**src/rtl/spi_ctrl_pkg.sv**
```systemverilog
// Shared types and constants for the SPI command sequencer: FSM states,
// opcode encodings, the illegal-command response and the error-counter ceiling.
package spi_ctrl_pkg;

    typedef enum logic [1:0] {
        ST_IDLE    = 2'd0,
        ST_OPERAND = 2'd1,
        ST_EXEC    = 2'd2
    } state_e;

    typedef enum logic [3:0] {
        OP_WRITE    = 4'h1,
        OP_SET      = 4'h2,
        OP_CLR      = 4'h3,
        OP_TOGGLE   = 4'h4,
        OP_READ_LED = 4'h5,
        OP_READ_ERR = 4'h6
    } opcode_e;

    localparam logic [3:0] RESP_ILLEGAL = 4'hE;
    localparam logic [3:0] ERR_MAX      = 4'hF;

    // Saturating increment used by every error source.
    function automatic logic [3:0] err_inc(input logic [3:0] cnt);
        return (cnt == ERR_MAX) ? cnt : cnt + 4'h1;
    endfunction

endpackage

```
**src/rtl/spi_timeout_counter.sv**
```systemverilog
// Opcode-to-operand watchdog: counts cycles while run is high and flags the
// last permitted cycle so the sequencer can give up on a stalled frame.
module spi_timeout_counter #(
    parameter int unsigned TIMEOUT_CYCLES = 50_000_000,
    parameter int unsigned TIMEOUT_W      = $clog2(TIMEOUT_CYCLES + 1)
) (
    input  logic clk,
    input  logic reset,
    input  logic clear,
    input  logic run,
    output logic expired
);

    logic [TIMEOUT_W-1:0] cnt_q;
    logic [TIMEOUT_W-1:0] cnt_d;

    // Expiry is raised during the TIMEOUT_CYCLES-th waiting cycle, so the
    // sequencer leaves on exactly that cycle's closing edge.
    assign expired = run && (cnt_q == TIMEOUT_W'(TIMEOUT_CYCLES - 1));

    always_comb begin
        cnt_d = cnt_q;
        if (clear) begin
            cnt_d = '0;
        end else if (run && !expired) begin
            cnt_d = cnt_q + TIMEOUT_W'(1);
        end
    end

    always_ff @(posedge clk) begin
        if (reset) begin
            cnt_q <= '0;
        end else begin
            cnt_q <= cnt_d;
        end
    end

endmodule

```
**src/rtl/spi_cmd_controller.sv**
```systemverilog
// Two-nibble SPI command sequencer driving the LED register, error counter and
// MISO response. Define SPI_CMD_TIMEOUT_EN to abandon frames whose operand stalls.
module spi_cmd_controller
    import spi_ctrl_pkg::*;
#(
    parameter int unsigned TIMEOUT_CYCLES = 50_000_000,
    localparam int unsigned TIMEOUT_W     = $clog2(TIMEOUT_CYCLES + 1)
) (
    input  logic       clk,
    input  logic       reset,
    input  logic [3:0] rx_nibble_in,
    input  logic       rx_valid_in,
    input  logic       frame_abort_in,
    output logic [3:0] led_out,
    output logic [3:0] tx_nibble_out,
    output logic       tx_load_out,
    output logic [3:0] err_count_out,
    output logic       busy_out
);

    state_e     state_q, state_d;
    logic [3:0] opcode_q, opcode_d;
    logic [3:0] operand_q, operand_d;
    logic [3:0] led_q, led_d;
    logic [3:0] tx_q, tx_d;
    logic       tx_load_q, tx_load_d;
    logic [3:0] err_q, err_d;
    logic       timeout_expired;

`ifdef SPI_CMD_TIMEOUT_EN
    spi_timeout_counter #(
        .TIMEOUT_CYCLES (TIMEOUT_CYCLES),
        .TIMEOUT_W      (TIMEOUT_W)
    ) u_timeout (
        .clk     (clk),
        .reset   (reset),
        .clear   (state_q == ST_IDLE),
        .run     (state_q == ST_OPERAND),
        .expired (timeout_expired)
    );
`else
    // ST_OPERAND waits indefinitely; the timeout parameters stay on the interface.
    assign timeout_expired = 1'b0 & (TIMEOUT_W > 0) & (TIMEOUT_CYCLES > 0);
`endif

    always_comb begin
        state_d   = state_q;
        opcode_d  = opcode_q;
        operand_d = operand_q;
        led_d     = led_q;
        tx_d      = tx_q;
        tx_load_d = 1'b0;
        err_d     = err_q;
        case (state_q)
            ST_IDLE: begin
                if (rx_valid_in && !frame_abort_in) begin
                    opcode_d = rx_nibble_in;
                    state_d  = ST_OPERAND;
                end
            end
            ST_OPERAND: begin
                // Abort beats a coincident operand; an operand beats a coincident timeout.
                if (frame_abort_in) begin
                    opcode_d = '0;
                    err_d    = err_inc(err_q);
                    state_d  = ST_IDLE;
                end else if (rx_valid_in) begin
                    operand_d = rx_nibble_in;
                    state_d   = ST_EXEC;
                end else if (timeout_expired) begin
                    opcode_d = '0;
                    err_d    = err_inc(err_q);
                    state_d  = ST_IDLE;
                end
            end
            ST_EXEC: begin
                state_d   = ST_IDLE;
                tx_load_d = 1'b1;
                case (opcode_q)
                    OP_WRITE:    begin led_d = operand_q;             tx_d = operand_q; end
                    OP_SET:      begin led_d = led_q | operand_q;     tx_d = led_q | operand_q; end
                    OP_CLR:      begin led_d = led_q & ~operand_q;    tx_d = led_q & ~operand_q; end
                    OP_TOGGLE:   begin led_d = led_q ^ operand_q;     tx_d = led_q ^ operand_q; end
                    OP_READ_LED: tx_d = led_q;
                    OP_READ_ERR: begin
                        tx_d = err_q;
                        if (operand_q == 4'h1) begin
                            err_d = '0;
                        end
                    end
                    default: begin
                        tx_d  = RESP_ILLEGAL;
                        err_d = err_inc(err_q);
                    end
                endcase
            end
            default: state_d = ST_IDLE;
        endcase
    end

    always_ff @(posedge clk) begin
        if (reset) begin
            state_q   <= ST_IDLE;
            opcode_q  <= '0;
            operand_q <= '0;
            led_q     <= '0;
            tx_q      <= '0;
            tx_load_q <= 1'b0;
            err_q     <= '0;
        end else begin
            state_q   <= state_d;
            opcode_q  <= opcode_d;
            operand_q <= operand_d;
            led_q     <= led_d;
            tx_q      <= tx_d;
            tx_load_q <= tx_load_d;
            err_q     <= err_d;
        end
    end

    assign led_out       = led_q;
    assign tx_nibble_out = tx_q;
    assign tx_load_out   = tx_load_q;
    assign err_count_out = err_q;
    assign busy_out      = (state_q != ST_IDLE);

endmodule

```
**config.mk**
```make
export PLATFORM = sky130hd
export DESIGN_NAME = spi_cmd_controller
export DESIGN_NICKNAME = d
export VERILOG_FILES = /design/src/rtl/spi_ctrl_pkg.sv /design/src/rtl/spi_timeout_counter.sv /design/src/rtl/spi_cmd_controller.sv
export SDC_FILE = /design/constraint.sdc
export NUM_CORES = 1
export LEC_CHECK = 0
export CORE_ASPECT_RATIO = 1.75
export CORE_MARGIN = 5
export CORE_UTILIZATION = 45
export CTS_BUF_LIST = sky130_fd_sc_hd__clkbuf_16
export DETAILED_ROUTE_END_ITERATION = 8
export DONT_BUFFER_PORTS = 1
export HOLD_SLACK_MARGIN = 0.05
export PLACE_DENSITY_LB_ADDON = 0.1
export SETUP_SLACK_MARGIN = 0.5
export SLEW_MARGIN = 30
export SYNTH_ARGS = -nofsm -noshare
export SYNTH_HDL_FRONTEND = slang
export SYNTH_SLANG_ARGS = --single-unit
```
**constraint.sdc**
```tcl
create_clock -name clk -period 2.3 [get_ports clk]
set_clock_uncertainty 0.2 [all_clocks]
set_input_delay 0.46 -clock clk [delete_from_list [all_inputs] [get_ports clk]]
set_output_delay 0.46 -clock clk [all_outputs]
set_load 0.02 [all_outputs]
```
Fig. 1: clock nets
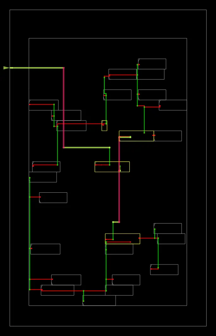
# clock sinks: 23
cts bufs inserted: 3
clk latency late pin: 0.25 ns
P_clk: 0.000364 W

Fig. 2: selected gate families
The bar under the picture is 20 um long.
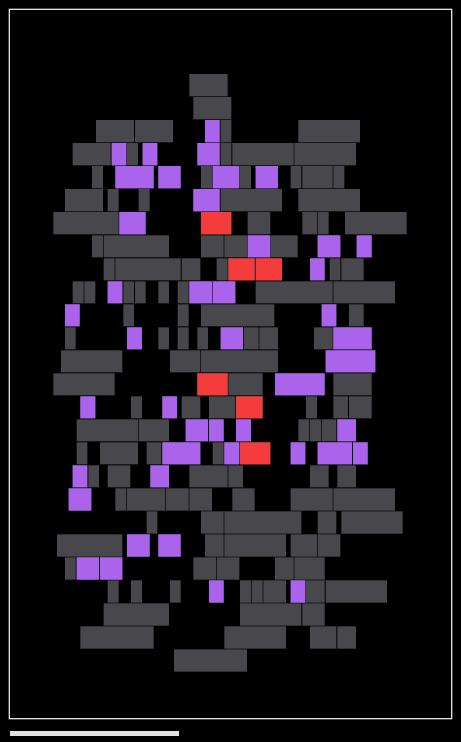
Red shows AND-OR and OR-AND gates, cells 6, where center. Purple shows inverting AOI/OAI gates, cells 44.
Finished Layout Cells: 214
Top cell excl fill/tap: nor2_1

==> results_slide.txt <==
Physical Implementation Snapshot

Pwr
  – Maximum VDD drop: slightly below 400 uV
  – Power density over the cells: 536 nW/um2
  – P_leak: ~0.56 nW

Route
  – Detail Route Antenna Nets: 0
  – Vias per std cell: roughly 5.6
  – 1st-pass router iterations: 4
  – Residual DRC count: 0
  – Detailed-route via count: roughly 1.2k
  – Drt first-iter violations: 32
  – WL final: around 3400 um
  – Routed wire length per instance: about 16 um

Timing
  – Tcrit/Tclk final: a little over 80%
  – Unrepaired setup endpoints after global routing: true
  – Fmax: approximately 540 MHz
  – Final Critical Period: ~1.9 ns
  – Slew Limit Fails: 0
  – Worst Setup Slack, final: 0.438 ns
  – Slew @ Worst Pin: ~0.42 ns
  – Final setup TNS: 0 ns
  – Final setup viols: 0
  – Final Hold Viols: 0
  – Slew headroom: 71.7%

Floorplanning
  – Floorplan utilization: a little under half
  – Die Size: around 4400 um2
  – Die W: around 52 um
  – Number of top-level pins: 22
  – Cell Rows: 26
  – Core area: between 2000 and 3000 um2
  – Die Ht: approximately 84 um

Clocking
  – Reg clk slew, reported paths: around 0.060 ns
  – Clock buffer depth: 2
  – Hold Buf Count CTS: 0
  – CTS Root Cell: clkbuf_16
  – Htree depth: 1
  – CTS tree: built

Critical path
  – Crit start category: flop
  – R2r setup slk: about 0.44 ns
  – Reg2reg start: operand_q[3]
  – FF-to-FF End: err_count_out[1]
  – Required @ worst endpoint: around 2.2 ns
  – CP endpoint kind: flop
  – Crit Path Class: flop to flop
  – Worst EP arrival: around 1.8 ns
  – Worst R2R Path Depth: 5
  – Worst-path fanout max: 6

Yosys
  – Mean Syn Cell Area: 8.31 um2
  – Synth top cell by count: dfxtp_1
  – Commonest flop: dfxtp_1
  – Most area-hungry cell type in the Yosys netlist: dfxtp_1
  – Post-synth ARST share: 0%
  – Number of cells in Yosys stat: ~170
  – Yosys cell types: 44
  – Post-Syn Area: 1400 um2
  – Ys flops: 23
  – Yosys stat area: between 1000 and 1500 um2
  – Floorplan net count: roughly 190
  – Mapped Cells: approximately 170
  – Number of enable flip-flop cells: 0
  – Synth Seq Share: between 30 and 40%
  – Top cells by area: dfxtp_1 (33%), ha_1 (8.1%), nor2_1 (5.9%)
  – Yosys warns: 0
  – Most frequent cells after synthesis: dfxtp_1 (23), nor2_1 (22), a21oi_1 (11), nand2_1 (11), a22oi_1 (10)
  – Post-synth top area share: between 30% and 40%

Global route
  – Vias in the first global route: 1113
  – Pin count of the biggest net entering global routing: 26
  – First-pass GRT wire length: approximately 5300 um
  – Total track usage: 15.7%
  – Initial antenna violation count: 0
  – Grt ovf: 0

Cells and area
  – Layout fillers: 288
  – Layout cells sized above 1: between 10% and 20%
  – Diodes inserted: 0
  – Post-layout nets: between 150 and 200
  – Layout Area Growth over Synthesis: 14.7%

Place
  – Detailed Place HPWL: 2560 um
  – Port bufs: 0
  – Setup Slack @ Placement: between 0.3 and 0.4 ns
  – Final Wtd Congestion: around 0.80
  – Dpl cells: about 210

Hold path
  – Worst hold endpoint: opcode_q[3]
  – Hold Path Class: input port to flop
  – Hold path depth: 1
  – Hold Crit Start: reset

Job
  – OpenROAD warning count: 33
  – Max-cap violation count: 0

Run status
  – Outcome: completed
-- worst max-delay path, stage by stage, from the launching register on --
cell and delay, ns:
dfxtp_2 0.33, or4b_1 0.52, a22o_1 0.22, o21ai_4 0.19, a21boi_2 0.20, o22ai_1 0.08
-- area by class of cell --
class	instances	area [um2]	share of cell area, %
clock buffer	3	75.1	4.69
clock inverter	1	3.75	0.234
inverter	9	33.8	2.11
multi-input combinational	127	895	55.9
sequential	23	474	29.6
tap	42	52.6	3.28
timing repair buffer	9	67.6	4.22
-- registers in the layout, indices dropped and copies added, names as in the netlist --
name and cells:
err_count_out 4, led_out 4, opcode_q 4, operand_q 4, tx_nibble_out 4, state_q 2
tx_load_out 1
-- worst max path at each step --
stage	startpoint	endpoint	slack (ns)	cells past startpoint
CTS	operand_q[3]	err_count_out[2]	0.44	5
global route	operand_q[3]	err_count_out[2]	0.38	5
finish	operand_q[3]	err_count_out[1]	0.44	5
global placement	opcode_q[2]	err_count_out[0]	0.35	5
detailed placement	opcode_q[2]	err_count_out[0]	0.30	5
floorplan	operand_q[3]	err_count_out[0]	0.49	5
-- cells by family after synthesis --
kind of cell,Yosys count,synth area share (%)
simple gates,66,25.4
buf+inv,18,6.54
fa+ha+maj,9,8.06
xor+xnor,1,0.627
mux,1,0.717
compound gates,50,25.7
flops,23,33.0
-- per-stage QoR --
step	util, %	hold WS [ns]	power, W	cell area, um2
6_report	54.1	0.0677	0.000859	1600
5_1_grt	54.1	0.0617	0.000895	1600
4_1_cts	52.5	0.0639	0.000868	1550
3_5_place_dp	49.3	0.312	0.000497	1460
3_3_place_gp	49.3	0.305	0.000495	1460
2_1_floorplan	-	0.265	0.000489	1400
-- routing by layer --
metal / track usage, % / part of all wire (%) / up-vias
li1: - / - / 615
met1: 16.6 / 38 / 557
met2: 29.0 / 55 / 22
met3: 3.76 / 5.0 / 5
met4: 5.01 / 1.3 / 0
met5: 0 / 0 / -
-- power by group --
part / internal, W / total (W) / switching [W]
Combinational: 0.0000353 / 0.0000689 / 0.0000336
Sequential: 0.000406 / 0.000426 / 0.0000202
Clock: 0.000232 / 0.000364 / 0.000132
-- what timing repair did --
action	in CTS	in global routing
gates resized	5	13
buffers inserted	1	0
endpoints found under the setup margin	10	12
pin swaps	1	1
-- cells in the final DEF (no fill, tap or decap), types with 4 or more instances in the layout --
master,instances
dfxtp_1,16
a21oi_1,11
buf_4,9
nand2_1,11
ha_1,9
a22oi_1,9
o21ai_0,5
nor3b_1,4
nor2_1,21
inv_1,10
dfxtp_2,5
nand3_1,4
Power and IR drop assume default switching activity.
